--- src/rtl/alu_instr_encoder.sv ---
// Encodes ALU-op requests into RV32I OP/OP-IMM words and writes them sequentially
// into instruction memory through a single registered valid/ready write port.
module alu_instr_encoder #(
   parameter int unsigned       ADDR_W    = 8,
   parameter logic [ADDR_W-1:0] BASE_ADDR = '0
) (
   input  logic              i_clk,
   input  logic              i_rst_n,
   input  logic              i_start,
   input  logic              i_in_valid,
   output logic              o_in_ready,
   input  logic [3:0]        i_in_alu_ctrl,
   input  logic              i_in_alu_src,
   input  logic [4:0]        i_in_rd,
   input  logic [4:0]        i_in_rs1,
   input  logic [4:0]        i_in_rs2,
   input  logic [11:0]       i_in_imm,
   input  logic              i_in_last,
   output logic              o_imem_we,
   input  logic              i_imem_ready,
   output logic [ADDR_W-1:0] o_imem_addr,
   output logic [31:0]       o_imem_wdata,
   output logic              o_done,
   output logic              o_err,
   output logic [ADDR_W:0]   o_count
);

   typedef enum logic [1:0] {StIdle, StRun, StDrain, StDone} state_e;

   localparam logic [ADDR_W-1:0] ADDR_ONE  = ADDR_W'(1);
   localparam logic [ADDR_W:0]   COUNT_ONE = (ADDR_W + 1)'(1);
   localparam logic [ADDR_W-1:0] ADDR_LAST = '1;

   state_e              r_state;
   logic                r_we;
   logic [ADDR_W-1:0]   r_addr;
   logic [ADDR_W-1:0]   r_wr_ptr;
   logic [31:0]         r_wdata;
   logic                r_done;
   logic                r_err;
   logic [ADDR_W:0]     r_count;

   logic [2:0]          w_f3;
   logic [6:0]          w_f7;
   logic                w_legal;
   logic [11:0]         w_imm;
   logic [31:0]         w_word;
   logic                w_in_ready;
   logic                w_accept;
   logic                w_drain;
   logic                w_final;

   always_comb begin
      w_f3    = 3'b000;
      w_f7    = 7'b0000000;
      w_legal = 1'b1;
      case (i_in_alu_ctrl)
         4'b0000: w_f3 = 3'b000;
         4'b0001: begin
            w_f3    = 3'b000;
            w_f7    = 7'b0100000;
            w_legal = !i_in_alu_src;  // no "subi" in RV32I
         end
         4'b0010: w_f3 = 3'b001;
         4'b0011: w_f3 = 3'b010;
         4'b1001: w_f3 = 3'b011;
         4'b0100: w_f3 = 3'b100;
         4'b0101: w_f3 = 3'b101;
         4'b1000: begin
            w_f3 = 3'b101;
            w_f7 = 7'b0100000;
         end
         4'b0110: w_f3 = 3'b110;
         4'b0111: w_f3 = 3'b111;
         default: w_legal = 1'b0;
      endcase

      // Immediate shifts carry funct7 in the upper immediate bits.
      if (w_f3 == 3'b001 || w_f3 == 3'b101) begin
         w_imm = {w_f7, i_in_imm[4:0]};
      end else begin
         w_imm = i_in_imm;
      end

      if (i_in_alu_src) begin
         w_word = {w_imm, i_in_rs1, w_f3, i_in_rd, 7'b0010011};
      end else begin
         w_word = {w_f7, i_in_rs2, i_in_rs1, w_f3, i_in_rd, 7'b0110011};
      end
   end

   assign w_in_ready = (r_state == StRun) && (!r_we || i_imem_ready);
   assign w_accept   = i_in_valid && w_in_ready;
   assign w_drain    = r_we && i_imem_ready;
   assign w_final    = (r_wr_ptr == ADDR_LAST);

   always_ff @(posedge i_clk or negedge i_rst_n) begin
      if (!i_rst_n) begin
         r_state  <= StIdle;
         r_we     <= 1'b0;
         r_addr   <= BASE_ADDR;
         r_wr_ptr <= BASE_ADDR;
         r_wdata  <= '0;
         r_done   <= 1'b0;
         r_err    <= 1'b0;
         r_count  <= '0;
      end else begin
         if (w_drain) begin
            r_we    <= 1'b0;
            r_count <= r_count + COUNT_ONE;
         end

         case (r_state)
            StIdle, StDone: begin
               if (i_start) begin
                  r_state  <= StRun;
                  r_addr   <= BASE_ADDR;
                  r_wr_ptr <= BASE_ADDR;
                  r_count  <= '0;
                  r_err    <= 1'b0;
                  r_done   <= 1'b0;
               end
            end
            StRun: begin
               if (w_accept) begin
                  if (w_legal) begin
                     // Accept overrides a same-cycle drain of the previous word.
                     r_we     <= 1'b1;
                     r_addr   <= r_wr_ptr;
                     r_wdata  <= w_word;
                     r_wr_ptr <= r_wr_ptr + ADDR_ONE;
                     if (i_in_last || w_final) begin
                        r_state <= StDrain;
                     end
                  end else begin
                     r_err <= 1'b1;
                     if (i_in_last) begin
                        r_state <= StDrain;
                     end
                  end
               end
            end
            StDrain: begin
               if (!r_we || i_imem_ready) begin
                  r_state <= StDone;
                  r_done  <= 1'b1;
               end
            end
            default: r_state <= StIdle;
         endcase
      end
   end

   assign o_in_ready   = w_in_ready;
   assign o_imem_we    = r_we;
   assign o_imem_addr  = r_addr;
   assign o_imem_wdata = r_wdata;
   assign o_done       = r_done;
   assign o_err        = r_err;
   assign o_count      = r_count;

endmodule

--- config.mk ---
export PLATFORM = sky130hd
export DESIGN_NAME = alu_instr_encoder
export DESIGN_NICKNAME = d
export VERILOG_FILES = /design/src/rtl/alu_instr_encoder.sv
export SDC_FILE = /design/constraint.sdc
export NUM_CORES = 1
export LEC_CHECK = 0
export CAP_MARGIN = 20
export CORE_ASPECT_RATIO = 0.5
export CORE_MARGIN = 5
export CORE_UTILIZATION = 49
export CTS_CLUSTER_DIAMETER = 100
export DETAILED_ROUTE_END_ITERATION = 7
export PLACE_DENSITY = 0.83
export SYNTH_ARGS = -nofsm -noshare
export SYNTH_HDL_FRONTEND = slang
export SYNTH_SLANG_ARGS = --single-unit
--- constraint.sdc ---
create_clock -name i_clk -period 5.74 [get_ports i_clk]
set_input_delay 0.861 -clock i_clk [delete_from_list [all_inputs] [get_ports i_clk]]
set_output_delay 0.861 -clock i_clk [all_outputs]
set_load 0.02 [all_outputs]
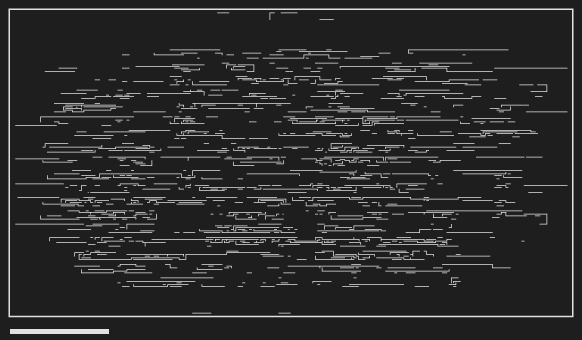
(run_1/met1.png)
Scale bar: 20 um.
longest straight run = 22.1 um
wire length on this layer = 2790 um
main direction = horizontal

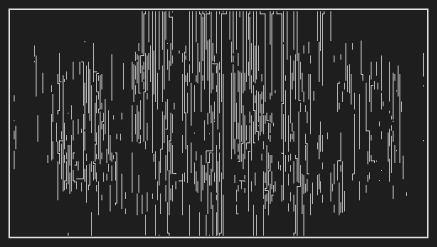
(run_1/met2.png)
nets with wire on the layer = 337
wire length on this layer = 3370 um
longest straight run = 38.6 um
share of all routed wire = 51%

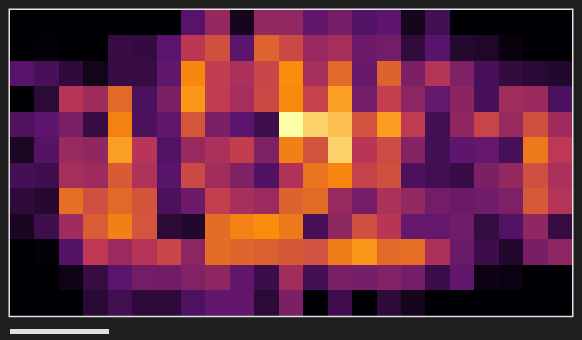
(run_1/wire_density.png)
Scale bar: 20 um. 23 x 12 tiles, from black (low) to pale yellow (high), scaled to the fullest tile. Values are wire area over tile area, all layers added.
nearly empty tiles = 13%
mean over tiles = 0.15
densest ninth of the die = centre
tiles over half the peak = 25%
fullest tile = 0.45
final WL: 6.65 mm
vias: 2216
gr usage total: 0.200
WL/cell: 15.7 um

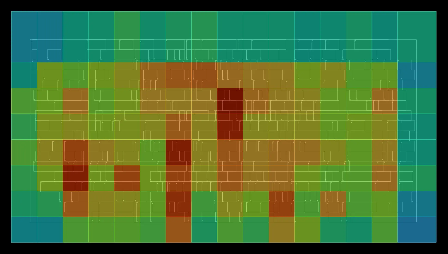
(run_1/final_congestion.png)
met1 Use GR: 0.233
M3 GR Usage: 0.0764

==> flow_summary.toml, run 1 <==
# physical design summary
[min_path]
hold_path.class = "reg -> reg"

[logic_synthesis]
synth.distinct_cells = 40
ys_sh_aoi = 0.149
ys_cells = 263
async_flop_share = 1.00
synth.top_cells.by_count = "dfrtp_1 (57), nand2_1 (53), nor2_1 (17)"
synth_xor_xnor_area_share = 0.0265
synth-main-ff-cell = "dfrtp_1"
most_common_cell = "dfrtp_1"
simple_gate_area_frac = 0.180
synth_area_um2 = 2650
syn-mean-instance-area_um2 = 10.1
synth-edff-count = 0
ys_seq_share = 0.539

[job]
cap_violations = 0
tool_warnings = 28

[placed_design]
place_hpwl_mm = 4.89
place.gp.congestion = 0.799
io_buffers = 87

[sta]
fin_crit_ns = 3.28
fin_setup_tns_ns = 0
setup_viol = 0
slew_headroom = 0.427

[power_and_ir_drop]
p_int_uw = 1030
power.density_nw_per_um2 = 447

[outcome]
outcome = "finished clean"

[drt]
firstDrtPassIters = 4
route.detailed.drc = 0

[critical_path]
cp_max_fo = 6
r2r-start = "r_state[0]$_DFFE_PN0P_"

[clocking]
cts-htree-levels = 3
cts_buffer_depth = 2

[finish]
fin_area_um2 = 3740
run 1: cells by family after synthesis:
family | Yosys count
other | 1
XOR/XNOR | 8
AND-OR/OR-AND | 56
AND/OR/NAND/NOR | 103
flip-flops | 57
multiplexers | 10
adder cells (fa/ha/maj) | 5
buffers and inverters | 23
run 1: per-stage QoR:
step / hold WS [ns] / setup WS (ns) / total power, uW / util
2_1_floorplan: 0.502 / 3.36 / 1010 / -
3_3_place_gp: 0.452 / 2.36 / 1300 / 0.696
3_5_place_dp: 0.466 / 2.47 / 1340 / 0.702
4_1_cts: 0.482 / 2.47 / 1680 / 0.737
5_1_grt: 0.517 / 2.41 / 1770 / 0.737
6_report: 0.481 / 2.46 / 1670 / 0.737
run 1: final cells by class:
cell class                 instances  area [um^2]
clock buffer                      12          165
clock inverter                     3         15.0
fill                             350         1330
inverter                           7         26.3
multi-input combinational        185         1110
sequential                        57         1430
tap                               70         87.6
timing repair buffer              89          901
run 1: per-layer routing:
layer,track usage,share of wire
met1,0.233,0.42
met2,0.350,0.51
met3,0.0764,0.060
met4,0.0761,0.014
met5,0,0
run 1: power by group through the flow:
stage          combinational (uW)  clock, uW  sequential, uW
6_report                      731        342             596
2_1_floorplan                 293          0             715
3_5_place_dp                  738          0             599
4_1_cts                       739        349             595
5_1_grt                       793        371             609
3_3_place_gp                  703          0             596
run 1: flip-flops by register name, indices dropped and copies added, names as in the netlist:
signal,flops
o_count,9
o_done,1
o_err,1
o_imem_addr,8
o_imem_wdata,27
o_imem_we,1
r_state,2
r_wr_ptr,8
run 1: worst paths after layout:
path                                           endpoint  slack [ns]  cells past startpoint
max                                          o_in_ready        2.46                      4
min                        o_imem_wdata[10]$_DFFE_PN0P_        0.48                      2
max reg2reg                     r_wr_ptr[7]$_DFFE_PN0P_        3.46                      7
min reg2reg                o_imem_wdata[10]$_DFFE_PN0P_        0.48                      2
max in group asynchronous  o_imem_wdata[20]$_DFFE_PN0P_        4.62                      2
min in group asynchronous       r_wr_ptr[6]$_DFFE_PN0P_        0.65                      2
run 1: cells in the final DEF (no fill, tap or decap), types with 2 or more instances in the layout:
master,instances
nand4_1,2
and3_1,3
a22o_1,15
clkinv_2,3
or3_1,3
nor2_1,17
dfrtp_1,57
inv_1,7
nor3b_1,2
nand3_1,9
or4_1,3
clkbuf_8,12
mux2i_1,9
nand2b_1,4
clkdlybuf4s50_1,86
nand2_1,53
ha_1,5
conb_1,3
o21ai_0,15
a21oi_1,13
o31ai_1,3
o211ai_1,2
xor2_1,7
and2_1,2
run 1: critical path: stages:
cell and delay [ns]:
clkdlybuf4s50_1 0.55, nand2b_1 0.22, and2_1 0.18, clkdlybuf4s50_1 0.61
==> run 2: changes to the inputs <==
--- a/config.mk
+++ b/config.mk
@@ -8,10 +8,10 @@
 export CAP_MARGIN = 20
 export CORE_ASPECT_RATIO = 0.5
 export CORE_MARGIN = 5
-export CORE_UTILIZATION = 49
+export CORE_UTILIZATION = 45
 export CTS_CLUSTER_DIAMETER = 100
 export DETAILED_ROUTE_END_ITERATION = 7
-export PLACE_DENSITY = 0.83
+export PLACE_DENSITY = 0.77
 export SYNTH_ARGS = -nofsm -noshare
 export SYNTH_HDL_FRONTEND = slang
 export SYNTH_SLANG_ARGS = --single-unit
==> constraint.sdc (replaced) <==
create_clock -name i_clk -period 3.05 [get_ports i_clk]
set_input_delay 0.4575 -clock i_clk [delete_from_list [all_inputs] [get_ports i_clk]]
set_output_delay 0.4575 -clock i_clk [all_outputs]
set_load 0.02 [all_outputs]
==> flow_summary.toml, run 2 <==
# physical design summary
[sta]
slew_headroom = 0.405
final.setup.worst_slack_ns = 0.552
setup_viol = 0
fin_setup_tns_ns = 0

[placed_design]
place_hpwl_mm = 4.80
place.gp.congestion = 0.798
io_buffers = 87
place_ws_ns = 0.331

[clocking]
cts-htree-levels = 3
cts_buffer_depth = 2

[power_and_ir_drop]
power.density_nw_per_um2 = 903
pwr-share-clk = 0.285
p_int_uw = 2230
power_uw = 3480

[drt]
route.detailed.drc = 0
drt_first_iter_violations = 98
firstDrtPassIters = 4

[critical_path]
cp_max_fo = 6
reg2reg_slack_ns = 0.77
crit_path_end = "o_in_ready"
ff2ff_path_depth = 6
r2r-start = "r_state[1]$_DFFE_PN0P_"
rr_endpoint = "r_wr_ptr[6]$_DFFE_PN0P_"

[finish]
largest_reg_flops = 27
drive_gt1_frac = 0.0730
lay_top_cells = "clkdlybuf4s50_1 (86), dfrtp_1 (57), nand2_1 (53)"
lay_top_count = "clkdlybuf4s50_1"
fin_nets = 394

[logic_synthesis]
most_common_cell = "dfrtp_1"
async_flop_share = 1.00
syn-mean-instance-area_um2 = 10.1
ys_seq_share = 0.539
synth-main-ff-cell = "dfrtp_1"
synth.top_cells.by_count = "dfrtp_1 (57), nand2_1 (53), nor2_1 (17)"
synth-edff-count = 0
synth.distinct_cells = 40
synth_area_um2 = 2650

[floorplan]
ios = 91

[outcome]
outcome = "finished clean"

[job]
cap_violations = 0
tool_warnings = 28

[min_path]
hold_path.class = "in -> async"
==> run 2: cell counts after synthesis <==
Identical to the previous run, type by type.
==> run 2: worst min-delay path by stage <==
stage	from	to	slack [ns]	depth (start not counted)
after CTS	i_rst_n	o_imem_addr[5]$_DFFE_PN0P_	0.13	1
after detailed placement	o_imem_wdata[17]$_DFFE_PN0P_	o_imem_wdata[17]$_DFFE_PN0P_	0.46	2
final	i_rst_n	o_imem_addr[5]$_DFFE_PN0P_	0.12	1
after global routing	i_rst_n	o_imem_addr[5]$_DFFE_PN0P_	0.17	1
after global placement	o_imem_wdata[13]$_DFFE_PN0P_	o_imem_wdata[13]$_DFFE_PN0P_	0.46	2
after floorplan	i_rst_n	o_count[0]$_DFF_PN0_	0.16	0
==> run 2: area by class of cell <==
type | count | area, um^2
inverters | 7 | 26.3
repair buffers | 91 | 896
multi-input cells | 185 | 1110
flip-flops and latches | 57 | 1430
well taps | 73 | 91.3
clock inverters | 6 | 57.6
clock buffers | 10 | 239
fillers | 452 | 1740
==> run 2: worst max-delay path: stages <==
cell,delay (ns)
clkdlybuf4s50_1,0.56
nand2b_1,0.23
and2_1,0.18
clkdlybuf4s50_1,0.61
==> run 2: through the flow <==
stage | utilization | area, um^2 | cells | hold WS, ns
6_report | 0.689 | 3850 | 429 | 0.119
5_1_grt | 0.689 | 3850 | 429 | 0.168
4_1_cts | 0.689 | 3850 | 429 | 0.134
3_5_place_dp | 0.636 | 3550 | 413 | 0.462
3_3_place_gp | 0.636 | 3550 | 413 | 0.458
2_1_floorplan | - | 2650 | 265 | 0.162
==> run 2: power groups by stage <==
stage / registers, uW / logic (uW) / clock network, uW
floorplan: 1350 / 551 / 0
global placement: 1120 / 1330 / 0
detailed placement: 1130 / 1360 / 0
CTS: 1120 / 1380 / 1010
global route: 1150 / 1490 / 1050
finish: 1120 / 1370 / 991
==> run 2: logic make-up after synthesis <==
logic type / share of synthesized area
xor gates and xnor gates: 0.0265
buffers and inverters: 0.0421
DFF: 0.539
other: 0.00142
and+or+nand+nor: 0.180
muxes: 0.0383
AOI/OAI and AO/OA: 0.149
adders and majority gates: 0.0237
==> run 2: per-layer routing <==
metal / track usage / share of wire / up-vias
met5: 0 / 0 / -
met1: 0.220 / 0.42 / 1078
met3: 0.0573 / 0.049 / 9
met4: 0.0679 / 0.016 / 0
met2: 0.320 / 0.51 / 52
li1: - / - / 1085
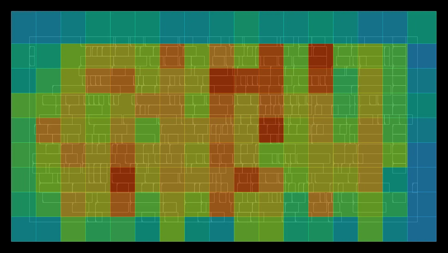
(run_2/final_congestion.png)
M3 GR Usage: 0.0573
WL/cell: 15.4 um
gr usage total: 0.185
gr busiest metal: met2
final core utilization: 0.689

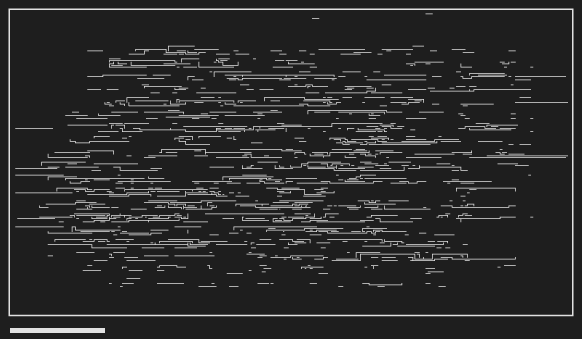
(run_2/met1.png)
Scale bar: 20 um.
wire length on this layer = 2800 um
nets with wire on the layer = 349
met1 Use GR: 0.220
final WL: 6.62 mm
vias: 2224

==> run_2/wire_density.png <==
Scale bar: 20 um. 24 x 13 tiles, from black (low) to pale yellow (high), scaled to the fullest tile. Values are wire area over tile area, all layers added.
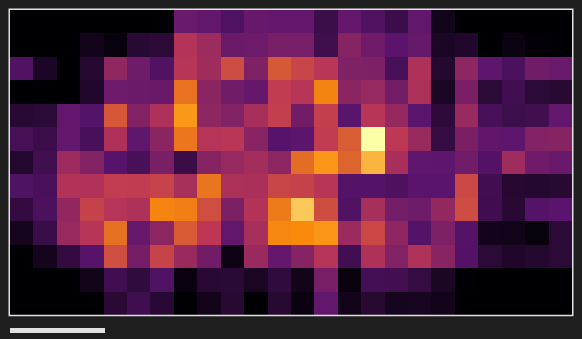

==> run 3: changes to the inputs <==
==> constraint.sdc (replaced) <==
create_clock -name i_clk -period 2.6 [get_ports i_clk]
set_input_delay 0.39 -clock i_clk [delete_from_list [all_inputs] [get_ports i_clk]]
set_output_delay 0.39 -clock i_clk [all_outputs]
set_load 0.02 [all_outputs]
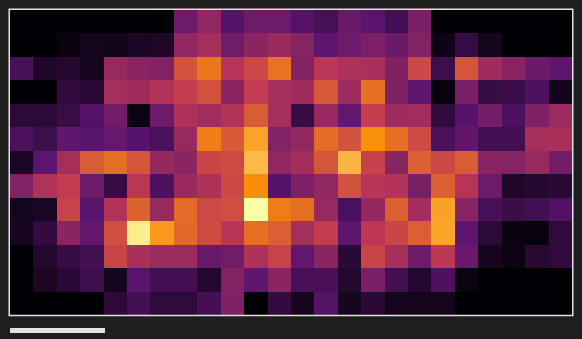
(run_3/wire_density.png)
Scale bar: 20 um. 24 x 13 tiles, from black (low) to pale yellow (high), scaled to the fullest tile. Values are wire area over tile area, all layers added.
vias: 2257
final WL: 6.89 mm
gr usage total: 0.194

==> flow_summary.toml, run 3 <==
# physical design summary
[critical_path]
cp_max_fo = 10
max_stage_delay_ns = 0.61
worst_path_max_delay_cell = "clkdlybuf4s50_1"
reg2reg_slack_ns = 0.48
crit_chain = "inv_1 > ha_1 > and2_1 > clkdlybuf4s50_1"

[finish]
fin_nets = 402
lay_top_count = "clkdlybuf4s50_1"
largest_reg_flops = 27
n_fill_cell = 404
drive_gt1_frac = 0.0907
lay_top_cells = "clkdlybuf4s50_1 (86), dfrtp_1 (57), nand2_1 (53)"

[logic_synthesis]
synth-edff-count = 0
synth_area_um2 = 2650
syn-mean-instance-area_um2 = 10.1
most_common_cell = "dfrtp_1"
synth.distinct_cells = 40
synth-main-ff-cell = "dfrtp_1"
async_flop_share = 1.00
ys_seq_share = 0.539
synth.top_cells.by_count = "dfrtp_1 (57), nand2_1 (53), nor2_1 (17)"
ys_cells = 263

[job]
cap_violations = 0
tool_warnings = 28

[drt]
route.detailed.drc = 0
wl_per_cell_um = 15.8
firstDrtPassIters = 4

[outcome]
outcome = "finished clean"

[placed_design]
place.gp.congestion = 0.797
place_hpwl_mm = 5.09
io_buffers = 87

[power_and_ir_drop]
power_uw = 4290
power.density_nw_per_um2 = 1090

[floorplan]
ios = 91

[clocking]
cts-htree-levels = 3
cts_buffer_depth = 2

[global_route]
overflow = 0

[sta]
setup_viol = 0
fin_crit_ns = 2.40
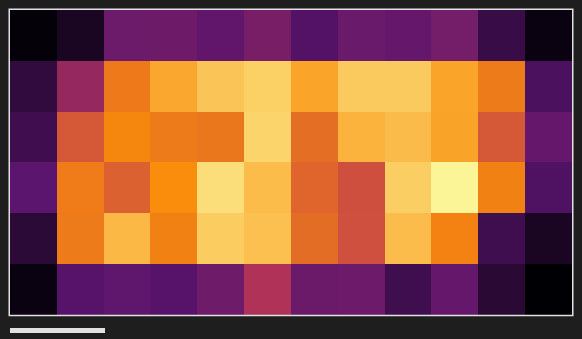
(run_3/density.png)
Scale bar: 20 um. 12 x 6 tiles, from black (low) to pale yellow (high), 0 to 100% covered.
nearly empty tiles = 2.8%
tiles over 75% full = 28%
emptiest ninth of the die = south-east
fullest tile = 98%

-- run 3: cell counts after synthesis --
No cell type changed its count.
-- run 3: logic make-up after synthesis --
kind of cell / after synthesis / synth area share
muxes: 10 / 0.0383
and+or+nand+nor: 103 / 0.180
adders and majority gates: 5 / 0.0237
other: 1 / 0.00142
buffers and inverters: 23 / 0.0421
AOI/OAI and AO/OA: 56 / 0.149
DFF: 57 / 0.539
xor gates and xnor gates: 8 / 0.0265
-- run 3: power by group --
group	leakage (uW)	switching (uW)	internal, uW
registers	0.000751	165	1150
logic	0.000873	915	771
clock network	0.000155	406	891
-- run 3: metal layers --
layer / routed length [um] / part of all wire / global-route usage
met1: 2760 / 0.40 / 0.227
met2: 3690 / 0.54 / 0.352
met3: 358 / 0.052 / 0.0599
met4: 87 / 0.013 / 0.0523
met5: 0 / 0 / 0
-- run 3: per-stage QoR --
step           hold slack (ns)  setup slack [ns]   util  instance area, um^2  instances
6_report                0.0752             0.201  0.706                 3950        437
5_1_grt                  0.131            0.0788  0.706                 3950        437
4_1_cts                 0.0956             0.185  0.706                 3950        437
3_5_place_dp             0.433         -0.000864  0.647                 3610        421
3_3_place_gp             0.417             0.122  0.647                 3610        421
2_1_floorplan           0.0944             0.688      -                 2650        265
-- run 3: area by class of cell --
| class | count | area (um^2) | share of cell area |
|---|---|---|---|
| Inverter | 7 | 26.3 | 0.00666 |
| Clock inverter | 4 | 75.1 | 0.0190 |
| Timing Repair Buffer | 99 | 956 | 0.242 |
| Tap cell | 73 | 91.3 | 0.0231 |
| Sequential cell | 57 | 1430 | 0.361 |
| Clock buffer | 12 | 256 | 0.0650 |
| Multi-Input combinational cell | 185 | 1110 | 0.282 |
-- run 3: worst paths after layout --
| kind | from | end | depth (start not counted) |
|---|---|---|---|
| setup / recovery | r_state[1]$_DFFE_PN0P_ | o_in_ready | 4 |
| hold / removal | i_rst_n | r_wr_ptr[5]$_DFFE_PN0P_ | 1 |
| setup reg to reg | r_state[0]$_DFFE_PN0P_ | r_wr_ptr[3]$_DFFE_PN0P_ | 8 |
| hold reg to reg | o_imem_wdata[16]$_DFFE_PN0P_ | o_imem_wdata[16]$_DFFE_PN0P_ | 2 |
| max in group asynchronous | i_rst_n | o_count[3]$_DFF_PN0_ | 2 |
| min in group i_clk | o_imem_wdata[16]$_DFFE_PN0P_ | o_imem_wdata[16]$_DFFE_PN0P_ | 2 |
-- run 3: critical path, delay by kind of cell, from the launching register on --
family        cells  cell delay, ns
flops             1            0.38
buf+inv           2            0.72
simple gates      1            0.21
fa+ha+maj         1            0.38
Power is estimated from default activity; no workload was simulated.
